### Sizing map

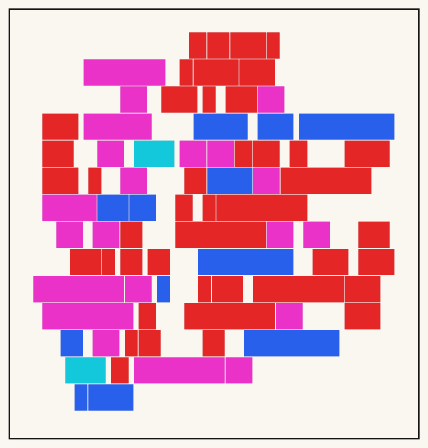
### Wire density map

Bar = 10 µm. The die is cut into 8 by 9 equal tiles; dark purple is low, yellow is high, scaled to the fullest tile. Values are wire area over tile area, all layers added.
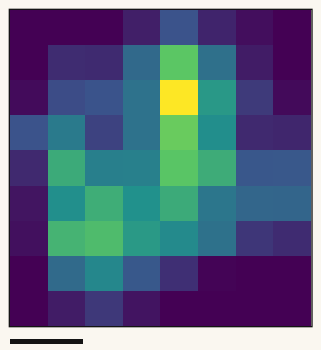
### Port wiring

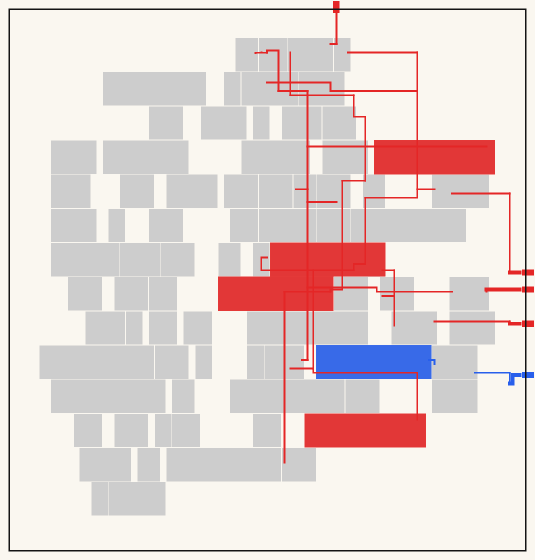
==> config.mk <==
export PLATFORM = sky130hd
export DESIGN_NAME = run_len_detector
export DESIGN_NICKNAME = d
export VERILOG_FILES = /design/src/rtl/run_det_pkg.sv /design/src/rtl/sat_counter.sv /design/src/rtl/run_len_detector.sv
export SDC_FILE = /design/constraint.sdc
export NUM_CORES = 1
export LEC_CHECK = 0
export CAP_MARGIN = 0
export CORE_AREA = 2 2 39 41
export DETAILED_ROUTE_END_ITERATION = 7
export DIE_AREA = 0 0 41 43
export PLACE_DENSITY = 0.77
export SLEW_MARGIN = 20
export SYNTH_ARGS = -nofsm -noshare
export SYNTH_HDL_FRONTEND = slang
export SYNTH_SLANG_ARGS = --single-unit
==> constraint.sdc <==
create_clock -name clk -period 1.5 [get_ports clk]
set_input_delay 0.3 -clock clk [delete_from_list [all_inputs] [get_ports clk]]
set_output_delay 0.3 -clock clk [all_outputs]
set_load 0.01 [all_outputs]
==> flow_summary.yaml <==
# yosys + openroad results
run_status:
  status: "finished with violations"
  violations: "setup timing"
timing:
  setup_viol_count_final: 6
  fmax_mhz: 622
  min_period_ns: 1.61
  fin_ws_ns: -0.108
  hold_ws_ns: 0.313
finish:
  seq-cell-share_pct: 24.3
  fillers: 128
  logic_area_um2: 363
  largest_reg_flops: 4
yosys:
  ys_area_um2: 513
  largest_area_cell: "dfrtp_1"
  fp_nets: 60
  netlist_area_um2: 513
  most_common_cell: "dfrtp_1"
  ys_ff: 8
routing:
  vias: 500
  routed.top_layer: "met4"
clock_tree:
  cts-root-buf: "clkbuf_4"
  clk_latency_ns: 0.25
critical_path:
  worstSetupStartpointType: "flip-flop"
  crit_cells: 7
floorplanning:
  fp_util_pct: 37.1
  die_h_um: 43
  chipArea_mm2: 0.00176
power:
  pg_seq_mw: 0.239
  comb_power_mw: 0.185
  power.group.top: "sequential cells"
  pwr-share-clk_pct: 28.0
place:
  place_area_um2: 686
  dp.cells: 84
  globalplace.congestion: 0.707
job:
  warning_count: 31
About 'Sizing map':
- drive 3 to 4: magenta (cells 21)
- drive 6 and up: cyan (cells 2)
- drive 2: blue (cells 12)
- drive 1 or less: red (cells 43)
Buffers, non-clock: 24
area grow syn2layout: 63.9%

About 'Wire density map':
- nearly empty tiles: 21%
- fullest tile: 0.45
- mean over tiles: 0.12
- emptiest ninth of the die: lower right
DR WL/cell: 14.4 µm
Post-Route WL: 1360 µm

About 'Port wiring':
- run_cnt: red (bits 4; direction output; edge 3 right, 1 top; end cells 4; wire 207 µm)
- out_val: blue (bits 1; direction output; edge right; end cells 1; wire 5.90 µm)
IO Pins: 11
Buffers on Ports: 10

Power figures rest on the tool's default switching activity, not on a simulated workload.
